### config.mk
export PLATFORM = sky130hd
export DESIGN_NAME = spi_reg_responder
export DESIGN_NICKNAME = d
export VERILOG_FILES = /design/src/rtl/spi_reg_responder.sv
export SDC_FILE = /design/constraint.sdc
export NUM_CORES = 1
export LEC_CHECK = 0
export CORE_MARGIN = 1.5
export CORE_UTILIZATION = 51
export CTS_CLUSTER_DIAMETER = 30
export DETAILED_ROUTE_END_ITERATION = 16
export PLACE_DENSITY = 0.76
export SETUP_SLACK_MARGIN = 0.2
export SYNTH_ARGS = -nofsm -noshare
export SYNTH_HDL_FRONTEND = slang
export SYNTH_SLANG_ARGS = --single-unit
### constraint.sdc
create_clock -name clk -period 2.1 [get_ports clk]
set_input_delay 0.21 -clock clk [delete_from_list [all_inputs] [get_ports clk]]
set_output_delay 0.21 -clock clk [all_outputs]
set_load 0.005 [all_outputs]
### src/rtl/spi_reg_responder.sv
`default_nettype none
`timescale 1ns/1ps
// ============================================================================
// Module   : spi_reg_responder
// Brief    : SPI mode-0 slave giving the HPS SPI master access to fabric
//            control (R/W) and status (R/O) byte registers. SCLK is oversampled.
//            Optional burst auto-increment: define SPI_REG_RESPONDER_AUTOINC_EN.
// Revision : 1.0 - initial release
// ============================================================================
module spi_reg_responder #(
    parameter int NUM_REGS = 4
) (
    input  logic                  clk,
    input  logic                  reset,
    input  logic                  spi_sclk,
    input  logic                  spi_mosi,
    input  logic                  spi_cs_n,
    output logic                  spi_miso,
    output logic                  spi_miso_oe,
    input  logic [NUM_REGS*8-1:0] stat_in,
    output logic [NUM_REGS*8-1:0] ctrl_out,
    output logic                  wr_strobe,
    output logic [6:0]            wr_addr,
    output logic                  busy
);

    localparam logic [1:0] c_ST_IDLE   = 2'd0;
    localparam logic [1:0] c_ST_CMD    = 2'd1;
    localparam logic [1:0] c_ST_DATA   = 2'd2;
    localparam logic [1:0] c_ST_IGNORE = 2'd3;

    logic                  r_sclk_meta, r_sclk_sync, r_sclk_prev;
    logic                  r_mosi_meta, r_mosi_sync;
    logic                  r_cs_meta, r_cs_sync;
    logic                  r_cs_mask;
    logic [1:0]            r_state;
    logic [2:0]            r_bit_cnt;
    logic [6:0]            r_rx;
    logic [6:0]            r_tx;
    logic                  r_rw;
    logic [6:0]            r_addr;
    logic [NUM_REGS*8-1:0] r_ctrl;
    logic                  r_miso;
    logic                  r_wr_strobe;
    logic [6:0]            r_wr_addr;

    logic                  w_sclk_rise, w_sclk_fall, w_selected;
    logic [7:0]            w_rx_byte;
    logic [7:0]            w_cmd_rdata;
    logic                  w_addr_is_ctrl;

    function automatic logic [7:0] read_byte(input logic [6:0]            a,
                                             input logic [NUM_REGS*8-1:0] ctrl,
                                             input logic [NUM_REGS*8-1:0] stat);
        logic [7:0] v;
        v = 8'h00;
        for (int k = 0; k < NUM_REGS; k++) begin
            if (a == 7'(k))
                v = ctrl[8*k +: 8];
            if (a == 7'(k + 64))
                v = stat[8*k +: 8];
        end
        return v;
    endfunction

    // Synchronizers keep tracking the pins through reset so that a frame
    // already in progress at reset release is not mistaken for a new one.
    always_ff @(posedge clk) begin
        r_sclk_meta <= spi_sclk;
        r_sclk_sync <= r_sclk_meta;
        r_sclk_prev <= r_sclk_sync;
        r_mosi_meta <= spi_mosi;
        r_mosi_sync <= r_mosi_meta;
        r_cs_meta   <= spi_cs_n;
        r_cs_sync   <= r_cs_meta;
    end

    assign w_sclk_rise = r_sclk_sync & ~r_sclk_prev;
    assign w_sclk_fall = ~r_sclk_sync & r_sclk_prev;
    assign w_selected  = ~r_cs_sync & ~r_cs_mask;
    assign w_rx_byte   = {r_rx, r_mosi_sync};
    assign w_cmd_rdata = read_byte(w_rx_byte[6:0], r_ctrl, stat_in);

`ifdef SPI_REG_RESPONDER_AUTOINC_EN
    logic [6:0] w_next_addr;
    logic [7:0] w_next_rdata;
    assign w_next_addr  = r_addr + 7'd1;
    assign w_next_rdata = read_byte(w_next_addr, r_ctrl, stat_in);
`endif

    always_comb begin
        w_addr_is_ctrl = 1'b0;
        for (int k = 0; k < NUM_REGS; k++) begin
            if (r_addr == 7'(k))
                w_addr_is_ctrl = 1'b1;
        end
    end

    always_ff @(posedge clk) begin
        if (reset) begin
            r_state     <= c_ST_IDLE;
            r_bit_cnt   <= 3'd0;
            r_rx        <= 7'd0;
            r_tx        <= 7'd0;
            r_rw        <= 1'b0;
            r_addr      <= 7'd0;
            r_ctrl      <= '0;
            r_miso      <= 1'b0;
            r_wr_strobe <= 1'b0;
            r_wr_addr   <= 7'd0;
            r_cs_mask   <= 1'b1;
        end else begin
            r_wr_strobe <= 1'b0;
            if (r_cs_sync)
                r_cs_mask <= 1'b0;

            if (!w_selected) begin
                r_state   <= c_ST_IDLE;
                r_bit_cnt <= 3'd0;
                r_miso    <= 1'b0;
            end else begin
                case (r_state)
                    c_ST_IDLE: begin
                        r_state   <= c_ST_CMD;
                        r_bit_cnt <= 3'd0;
                        r_rx      <= 7'd0;
                        r_tx      <= 7'd0;
                        r_miso    <= 1'b0;
                    end
                    c_ST_CMD: begin
                        if (w_sclk_rise) begin
                            r_rx      <= w_rx_byte[6:0];
                            r_bit_cnt <= r_bit_cnt + 3'd1;
                            if (r_bit_cnt == 3'd7) begin
                                r_rw    <= w_rx_byte[7];
                                r_addr  <= w_rx_byte[6:0];
                                r_tx    <= w_rx_byte[7] ? w_cmd_rdata[6:0] : 7'd0;
                                r_miso  <= w_rx_byte[7] & w_cmd_rdata[7];
                                r_state <= c_ST_DATA;
                            end
                        end
                    end
                    c_ST_DATA: begin
                        if (w_sclk_rise) begin
                            r_rx      <= w_rx_byte[6:0];
                            r_bit_cnt <= r_bit_cnt + 3'd1;
                            if (r_bit_cnt == 3'd7) begin
                                if (!r_rw && w_addr_is_ctrl) begin
                                    for (int k = 0; k < NUM_REGS; k++) begin
                                        if (r_addr == 7'(k))
                                            r_ctrl[8*k +: 8] <= w_rx_byte;
                                    end
                                    r_wr_strobe <= 1'b1;
                                    r_wr_addr   <= r_addr;
                                end
`ifdef SPI_REG_RESPONDER_AUTOINC_EN
                                r_addr <= w_next_addr;
                                r_tx   <= r_rw ? w_next_rdata[6:0] : 7'd0;
                                r_miso <= r_rw & w_next_rdata[7];
`else
                                r_state <= c_ST_IGNORE;
                                r_tx    <= 7'd0;
                                r_miso  <= 1'b0;
`endif
                            end
                        end else if (w_sclk_fall && r_bit_cnt != 3'd0) begin
                            // The fall right after a byte load must not shift:
                            // the MSB has to be held for the next rise.
                            r_miso <= r_tx[6];
                            r_tx   <= {r_tx[5:0], 1'b0};
                        end
                    end
                    default: begin
                        r_miso <= 1'b0;
                    end
                endcase
            end
        end
    end

    assign spi_miso    = r_miso;
    assign spi_miso_oe = w_selected;
    assign busy        = w_selected;
    assign ctrl_out    = r_ctrl;
    assign wr_strobe   = r_wr_strobe;
    assign wr_addr     = r_wr_addr;

endmodule
`default_nettype wire

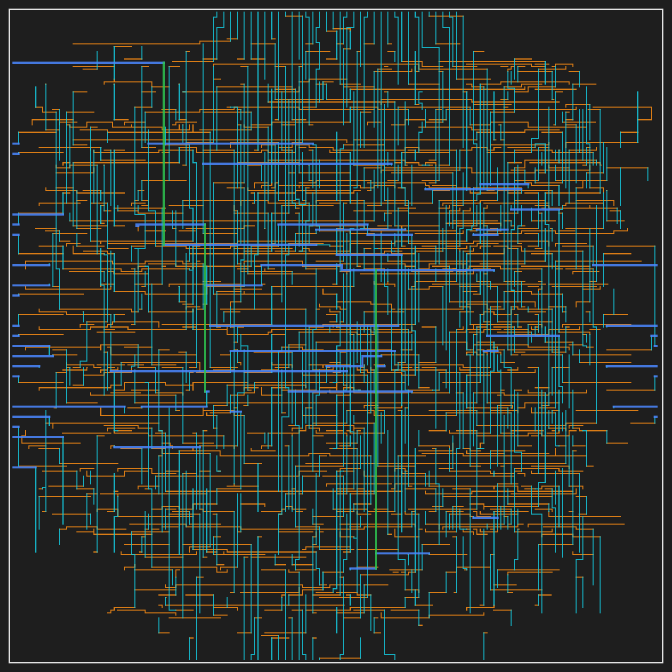
Figure 1: routed metal, one colour a layer.
| layer | colour | wire length |
|---|---|---|
| M2 | cyan | 4,720 µm |
| M1 | orange | 4,680 µm |
| M4 | green | 87.0 µm |
| M3 | blue | 456 µm |

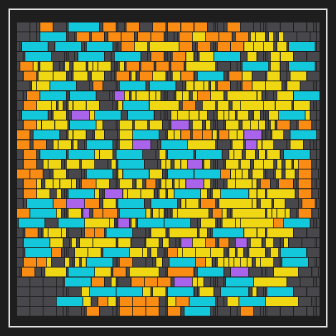
Figure 2: placed cells, one colour a class.
Fill, decap, tap and diode cells in grey.
| class | colour | cells | share of their area |
|---|---|---|---|
| sequential cells | cyan | 76 | 31% |
| remaining logic cells | yellow | 273 | 44% |
| remaining buffers and delay cells | orange | 106 | 21% |
| clock drivers and dummy loads | purple | 16 | 3.7% |
Util after Layout: 72.8%
placeable core region: 6870 µm²

==> reports/metrics.cfg <==
[placement]
dp_area_um2 = 4590
setup_slack_placement_ns = 0.0227

[synth]
ys_sh_mux_pct = 18.3
netlist_area_um2 = 3660
post_synth_and_or_nand_nor_area_fraction_pct = 20.6
ys_types = 53
avgSynthCellArea_um2 = 9.60
synthXorXnorAreaFrac_pct = 0.239
enable_flop_cells = 0
yosys_cells = 381
netlist.area_leader.share_pct = 41.6
yosysChipArea_um2 = 3660

[status]
status = finished, final reports clean

[layout]
final_cell_mix = 79 x sky130_fd_sc_hd__clkdlybuf4s50_1, 71 x sky130_fd_sc_hd__dfxtp_1, 62 x sky130_fd_sc_hd__nor2_1
fillers = 522
inv_count = 8
layout.cell_area.non_filler_um2 = 5000
layout.area.seq_um2 = 1530
layout_top_cell = sky130_fd_sc_hd__clkdlybuf4s50_1
multi_input_comb_area_um2 = 2110
area_dominant_class = combinational gates
nonClkBufAreaFrac_pct = 20.5

[floorplan]
die_width_um = 87.7
floorplanUtilization_pct = 53.2
die-area_um2 = 7690
die.size.y_um = 87.7

[critical_path]
crit_chain = ha_4, ha_4, and3b_2, nand4_4, nor3b_2, buf_6, mux2i_1, nor2_1
critPathBufInv = 1
r2r_path_start = r_bit_cnt[0]$_SDFFE_PP0P_
max_stage_delay_ns = 0.36
worstSetupPathType = flop to flop
rr_endpoint = ctrl_out[21]$_SDFFE_PP0P_
critical_path.max_fanout = 8

[grt]
grtUsageMet2_pct = 40.0
grt_use_met3_pct = 5.00
antenna_found_initial = 0
grt_pass1_wl_mm = 15.7
grt_most_used_layer = met2

[timing]
final_period_minus_worst_setup_slack_ns = 1.97
slew_violations = 0
worst_slew_pin_slew_ns = 0.550
ratio_of_final_minimum_period_to_clock_period_pct = 93.6
finalSetupViolCount = 0
grt_setup_unrepaired = yes
slew_headroom_pct = 63.2

[power_and_ir_drop]
powerComb_uw = 194
power.sequential.total_mw = 1.46
combinationalPowerShare_pct = 7.2

[route]
met3RoutedLength_um = 456
drt-wirelength-per-cell_um = 17.5
detailedRoute.firstPassIterationCount = 4
maxUsedRoutingLayer = met4

[cts]
clk_latency_late_pin_ns = 0.35
root_buffer = sky130_fd_sc_hd__clkbuf_8

[worst_hold_path]
hp-start = spi_mosi
worstHoldPathCells = 1

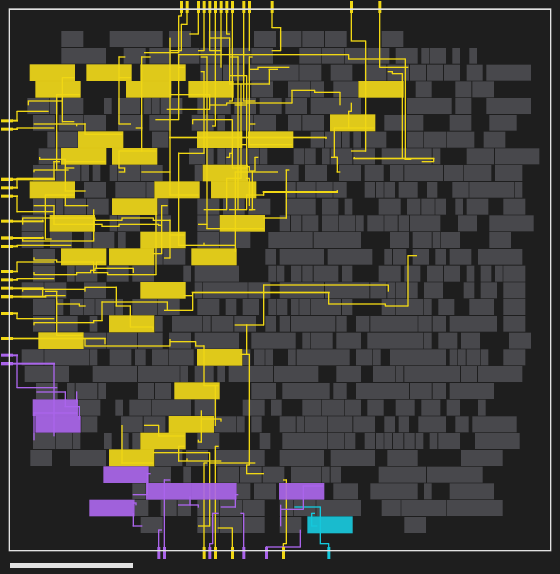
Figure 3: wires at chosen ports, followed through buffers.
Scale bar: 20 µm.
| port | colour | direction | edge | end cells | buffers | wire |
|---|---|---|---|---|---|---|
| `spi_cs_n` | cyan | input | bottom | 1 | 1 | 15.5 µm |
| `wr_addr` | purple | output | 5 bottom, 2 left | 7 | 7 | 126 µm |
| `ctrl_out` | yellow | output | 14 left, 14 top, 4 bottom | 32 | 32 | 1,420 µm |
count of buffers inserted at the top-level ports: 79
top-level port count: 80

